$ cat src/rtl/video_pattern_gen.sv
// rtl/video_pattern_gen.sv - frame-synchronous video test-pattern source with valid/ready pixel output
module video_pattern_gen #(
    parameter int H_ACTIVE    = 640,
    parameter int V_ACTIVE    = 480,
    parameter int BPC         = 8,
    parameter int CHECK_SHIFT = 5,
    parameter int FCNT_W      = 16
) (
    input  logic                i_clk_pixel,
    input  logic                i_rst,
    input  logic                i_enable,
    input  logic [1:0]          i_mode,
    input  logic [3*BPC-1:0]    i_color,
    output logic [3*BPC-1:0]    o_data,
    output logic                o_valid,
    input  logic                i_ready,
    output logic                o_sof,
    output logic                o_eol,
    output logic                o_busy,
    output logic [FCNT_W-1:0]   o_frame_cnt
);
    localparam int XW = (H_ACTIVE > 1) ? $clog2(H_ACTIVE) : 1;
    localparam int YW = (V_ACTIVE > 1) ? $clog2(V_ACTIVE) : 1;
    localparam int BW = H_ACTIVE / 8;
    localparam int DW = 3 * BPC;

    typedef enum logic {IDLE, RUN} state_t;

    state_t              state_q, state_d;
    logic [XW-1:0]       x_q, x_d, cnt_q, cnt_d;
    logic [YW-1:0]       y_q, y_d;
    logic [2:0]          bar_q, bar_d;
    logic [1:0]          mode_q, mode_d;
    logic [DW-1:0]       color_q, color_d, data_q, data_d;
    logic                sof_q, sof_d, eol_q, eol_d;
    logic [FCNT_W-1:0]   fcnt_q, fcnt_d;

    logic                last_x, last_y, start;
    logic [XW-1:0]       nx, ncnt;
    logic [YW-1:0]       ny;
    logic [2:0]          nbar;

    // Bar colour bits per index: R=~bar[1], G=~bar[2], B=~bar[0] gives W,Y,C,G,M,R,B,K.
    function automatic logic [DW-1:0] pixel(input logic [1:0] m, input logic [DW-1:0] c,
                                            input logic [XW-1:0] px, input logic [YW-1:0] py,
                                            input logic [2:0] bar);
        logic [BPC-1:0] ramp;
        logic           cb;
        ramp = BPC'(px);
        cb   = 1'(px >> CHECK_SHIFT) ^ 1'(py >> CHECK_SHIFT);
        case (m)
            2'd0:    pixel = c;
            2'd1:    pixel = {{BPC{~bar[1]}}, {BPC{~bar[2]}}, {BPC{~bar[0]}}};
            2'd2:    pixel = {ramp, ramp, ramp};
            default: pixel = {DW{cb}};
        endcase
    endfunction

    always_comb begin
        last_x = (x_q == XW'(H_ACTIVE - 1));
        last_y = (y_q == YW'(V_ACTIVE - 1));
        nx     = last_x ? '0 : x_q + XW'(1);
        ny     = last_x ? y_q + YW'(1) : y_q;
        if (last_x) begin
            nbar = 3'd0;
            ncnt = '0;
        end else if (cnt_q == XW'(BW - 1) && bar_q != 3'd7) begin
            nbar = bar_q + 3'd1;
            ncnt = '0;
        end else begin
            nbar = bar_q;
            ncnt = cnt_q + XW'(1);
        end
    end

    always_comb begin
        state_d = state_q;
        x_d     = x_q;
        y_d     = y_q;
        cnt_d   = cnt_q;
        bar_d   = bar_q;
        mode_d  = mode_q;
        color_d = color_q;
        data_d  = data_q;
        sof_d   = sof_q;
        eol_d   = eol_q;
        fcnt_d  = fcnt_q;
        start   = 1'b0;
        case (state_q)
            IDLE: start = i_enable;
            RUN: begin
                if (i_ready) begin
                    if (last_x && last_y) begin
                        fcnt_d = fcnt_q + FCNT_W'(1);
                        if (i_enable) begin
                            start = 1'b1;
                        end else begin
                            state_d = IDLE;
                            x_d     = '0;
                            y_d     = '0;
                            data_d  = '0;
                            sof_d   = 1'b0;
                            eol_d   = 1'b0;
                        end
                    end else begin
                        x_d    = nx;
                        y_d    = ny;
                        cnt_d  = ncnt;
                        bar_d  = nbar;
                        data_d = pixel(mode_q, color_q, nx, ny, nbar);
                        sof_d  = 1'b0;
                        eol_d  = (nx == XW'(H_ACTIVE - 1));
                    end
                end
            end
            default: state_d = IDLE;
        endcase
        // Frame start relatches mode/colour and preloads pixel (0,0).
        if (start) begin
            state_d = RUN;
            mode_d  = i_mode;
            color_d = i_color;
            x_d     = '0;
            y_d     = '0;
            cnt_d   = '0;
            bar_d   = 3'd0;
            data_d  = pixel(i_mode, i_color, '0, '0, 3'd0);
            sof_d   = 1'b1;
            eol_d   = 1'b0;
        end
    end

    always_ff @(posedge i_clk_pixel or posedge i_rst) begin
        if (i_rst) begin
            state_q <= IDLE;
            x_q     <= '0;
            y_q     <= '0;
            cnt_q   <= '0;
            bar_q   <= 3'd0;
            mode_q  <= 2'd0;
            color_q <= '0;
            data_q  <= '0;
            sof_q   <= 1'b0;
            eol_q   <= 1'b0;
            fcnt_q  <= '0;
        end else begin
            state_q <= state_d;
            x_q     <= x_d;
            y_q     <= y_d;
            cnt_q   <= cnt_d;
            bar_q   <= bar_d;
            mode_q  <= mode_d;
            color_q <= color_d;
            data_q  <= data_d;
            sof_q   <= sof_d;
            eol_q   <= eol_d;
            fcnt_q  <= fcnt_d;
        end
    end

    assign o_data      = data_q;
    assign o_valid     = (state_q == RUN);
    assign o_busy      = (state_q == RUN);
    assign o_sof       = sof_q;
    assign o_eol       = eol_q;
    assign o_frame_cnt = fcnt_q;
endmodule

$ cat config.mk
export PLATFORM = sky130hd
export DESIGN_NAME = video_pattern_gen
export DESIGN_NICKNAME = d
export VERILOG_FILES = /design/src/rtl/video_pattern_gen.sv
export SDC_FILE = /design/constraint.sdc
export NUM_CORES = 1
export LEC_CHECK = 0
export CAP_MARGIN = 20
export CORE_MARGIN = 2
export CORE_UTILIZATION = 35
export DETAILED_ROUTE_END_ITERATION = 6
export SYNTH_ARGS = -nofsm -noshare
export SYNTH_HDL_FRONTEND = slang
export SYNTH_SLANG_ARGS = --single-unit
$ cat constraint.sdc
create_clock -name i_clk_pixel -period 7.65 [get_ports i_clk_pixel]
set_clock_uncertainty 0.1 [all_clocks]
set_input_delay 0.765 -clock i_clk_pixel [delete_from_list [all_inputs] [get_ports i_clk_pixel]]
set_output_delay 0.765 -clock i_clk_pixel [all_outputs]
set_load 0.01 [all_outputs]
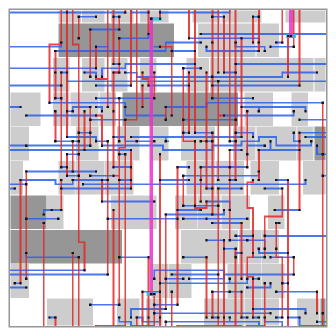
detail.png
Region (50, 25) to (75, 50) um. Cells in gray, sequential cells in the stronger gray; small squares are vias.
legend:
  metal 4:
    color: magenta
  metal 1:
    color: blue
  metal 3:
    color: cyan
  metal 2:
    color: red
cells with their middle in the window: 54
sequential cells in the window: 3
netlist names of flops here include: `y_q` (3)
most frequent: nor2_1 (9), nand2_1 (8), a21oi_1 (4)

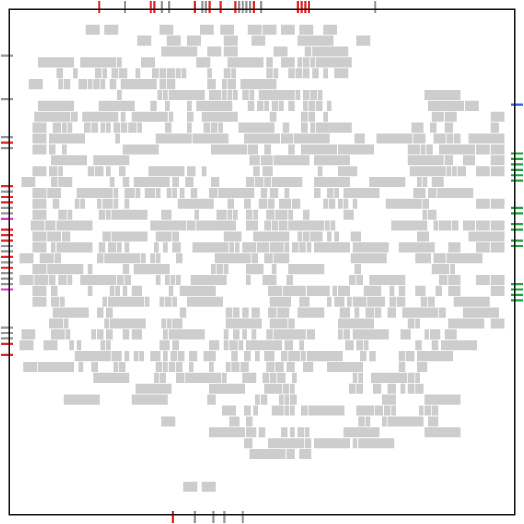
io_placement.png
Drawn at 4 px/um. Pins as bars across the die edge, other pins in gray.
legend:
  `o_data`:
    color: red
    pins: 24
    direction: output
    edge: 12 north, 11 west, 1 south
  `o_frame_cnt`:
    color: green
    pins: 16
    direction: output
    edge: east
  `i_mode`:
    color: magenta
    pins: 2
    direction: input
    edge: west
  `i_rst`:
    color: blue
    pins: 1
    direction: input
    edge: east
all pins by edge: 29 west, 23 north, 17 east, 5 south
die extent in y: 126.0 um
Die X: 126.0 um
count of input and output buffers: 73

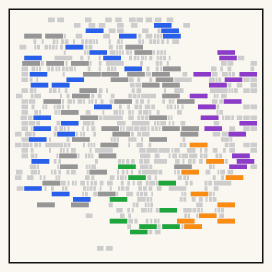
flops_by_reg.png
Drawn at 2 px/um. Other sequential cells in the stronger gray, the rest of the logic in the fainter gray.
legend:
  `o_data`:
    color: blue
    placed_flops: 24
  `cnt_q`:
    color: orange
    placed_flops: 10
    where: south-east
  `o_frame_cnt`:
    color: purple
    placed_flops: 16
  `y_q`:
    color: green
    placed_flops: 9
    where: south
reported sequential group power: 0.000585 W
storage element area: 2527 sq um
Core Util, Final: 0.4387
fraction of area in registers: 0.3964

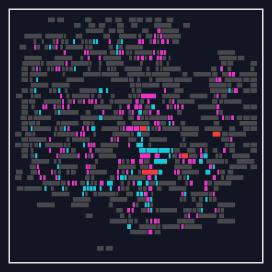
logic_types.png
Drawn at 2 px/um.
legend:
  NAND gates:
    color: magenta
    cells: 161
    most_used: nand2_1
  NOR gates:
    color: cyan
    cells: 73
    most_used: nor2_1
  multiplexers:
    color: red
    cells: 4
    most_used: mux2i_1

==> notes.md <==
Implementation numbers.

- The run finished with clean final reports.
- The final critical-path share of the clock period is 0.4293.
- Once synthesis finished, the tally of register bits stood at 101.
- The async set-or-reset flop fraction in the synthesized netlist is 1.000.
- The area growth from synthesis to final layout reads 22.44%.
- The net switching component of the power reads 0.0002867 W.
- The total number of warnings across the stage logs is 27.
- The final tally of max-slew violations reads 0.
- In the layout the commonest cells are sky130_fd_sc_hd__nand2_1 (112), sky130_fd_sc_hd__dfrtp_1 (101), sky130_fd_sc_hd__clkdlybuf4s50_1 (73).
- The class of the worst hold path reads flip-flop to flip-flop.
- The clock input transition at the sequential cells of the worst setup and hold paths reads 70 ps.
- The slew at the pin with the worst max-slew slack is 1038 ps.
- The total of endpoints with negative setup slack in the final report reads 0.
- The number of iterations in the first detailed-routing pass reads 5.
- The number of ports placed on the die boundary is 74.
- The part of the power in combinational logic reads 0.101.
- The share of Yosys cell area claimed by the top area cell type is 0.4853.
- The number of maximum-capacitance violations is 0.
- The worst supply voltage drop on vdd reads 117.6 uV.
- At the end of routability-driven placement, the weighted congestion stood at 0.8316.
- Internal power comes to 0.0008320 W.
- The class of the most critical setup path is flip-flop to flip-flop.
- The cell chosen for the clock root reads sky130_fd_sc_hd__clkbuf_16.
- The worst hold slack after final layout is 371.7 ps.
- The floorplan core density is 0.3583.
- The cell count after synthesis is 598.
- The highest clock frequency the design can meet is 304.5 MHz.
- The switching share of total power reads 0.2563.
- The antenna cell count reads 0.
- The leakage dissipation reads 2.775 nW.
- The average wire length per cell after detail routing reads 15.88 um.
- The number of gates resized after CTS was 0.
- The count of final hold-check violations reads 0.
- The power density over the cells reads 175.5 nW/um^2.
- In this run the full chip footprint comes out at 15870 sq um.
power groups by stage:
stage / Combinational, W / Sequential [W] / Clock [W]
finish: 0.000114 / 0.000585 / 0.000420
global route: 0.000127 / 0.000589 / 0.000449
CTS: 0.000115 / 0.000585 / 0.000430
detailed placement: 0.000115 / 0.000594 / 0
global placement: 0.000113 / 0.000593 / 0
floorplan: 0.0000672 / 0.000587 / 0
state kept, by name, indices dropped and copies added (netlist names):
signal       count
color_q         24
o_data          24
o_frame_cnt     16
cnt_q           10
x_q             10
y_q              9
bar_q            3
mode_q           2
o_busy           1
o_eol            1
o_sof            1
layout make-up:
class | count | area (sq um)
Clock buffer | 11 | 242.7
Clock inverter | 2 | 12.51
Fill cell | 1427 | 8158
Inverter | 17 | 66.31
Multi-Input combinational cell | 450 | 2490
Sequential cell | 101 | 2527
Tap cell | 184 | 230.2
Timing Repair Buffer | 80 | 807.0
critical path, stage by stage (launching register included):
cell and delay, ps:
sky130_fd_sc_hd__dfrtp_1 420, sky130_fd_sc_hd__ha_1 320, sky130_fd_sc_hd__nand4b_1 240, sky130_fd_sc_hd__nor3_2 320, sky130_fd_sc_hd__a31oi_1 210, sky130_fd_sc_hd__nand2b_1 450, sky130_fd_sc_hd__nor2_1 610, sky130_fd_sc_hd__buf_6 240
sky130_fd_sc_hd__o21ai_0 90, sky130_fd_sc_hd__a31oi_1 190
path summary, 6_finish.rpt:
path                                 startpoint         endpoint  slack [ps]  cells past startpoint
worst max-delay path                     x_q[0]       o_data[13]        4370                      9
worst min-delay path            o_frame_cnt[15]  o_frame_cnt[15]         370                      1
worst max register to register           x_q[0]       o_data[13]        4370                      9
worst min register to register  o_frame_cnt[15]  o_frame_cnt[15]         370                      1
max in group asynchronous                 i_rst       color_q[2]        5560                      3
min in group asynchronous                 i_rst   o_frame_cnt[9]         690                      2
cells by family after synthesis:
family          share of synthesized area
compound gates                     0.1667
flops                              0.4853
buf+inv                           0.03700
fa+ha+maj                         0.01682
xor+xnor                          0.04205
mux                               0.01033
simple gates                       0.2417
per-layer routing:
layer / vias up / GRT usage / share of wire
li1: 2188 / - / -
met5: - / 0 / 0
met3: 14 / 0.03483 / 0.052
met4: 0 / 0.05171 / 0.017
met1: 2214 / 0.2408 / 0.47
met2: 141 / 0.2729 / 0.46
metrics by stage:
step / setup WS (ps) / cells / total power (W) / area (sq um)
finish: 4366 / 845 / 0.001119 / 6376
CTS: 4409 / 844 / 0.001130 / 6349
global placement: 4062 / 830 / 0.0007060 / 6082
detailed placement: 4439 / 831 / 0.0007090 / 6093
floorplan: 4138 / 598 / 0.0006545 / 5207
global route: 4101 / 845 / 0.001165 / 6376
Power figures rest on the tool's default switching activity, not on a simulated workload.
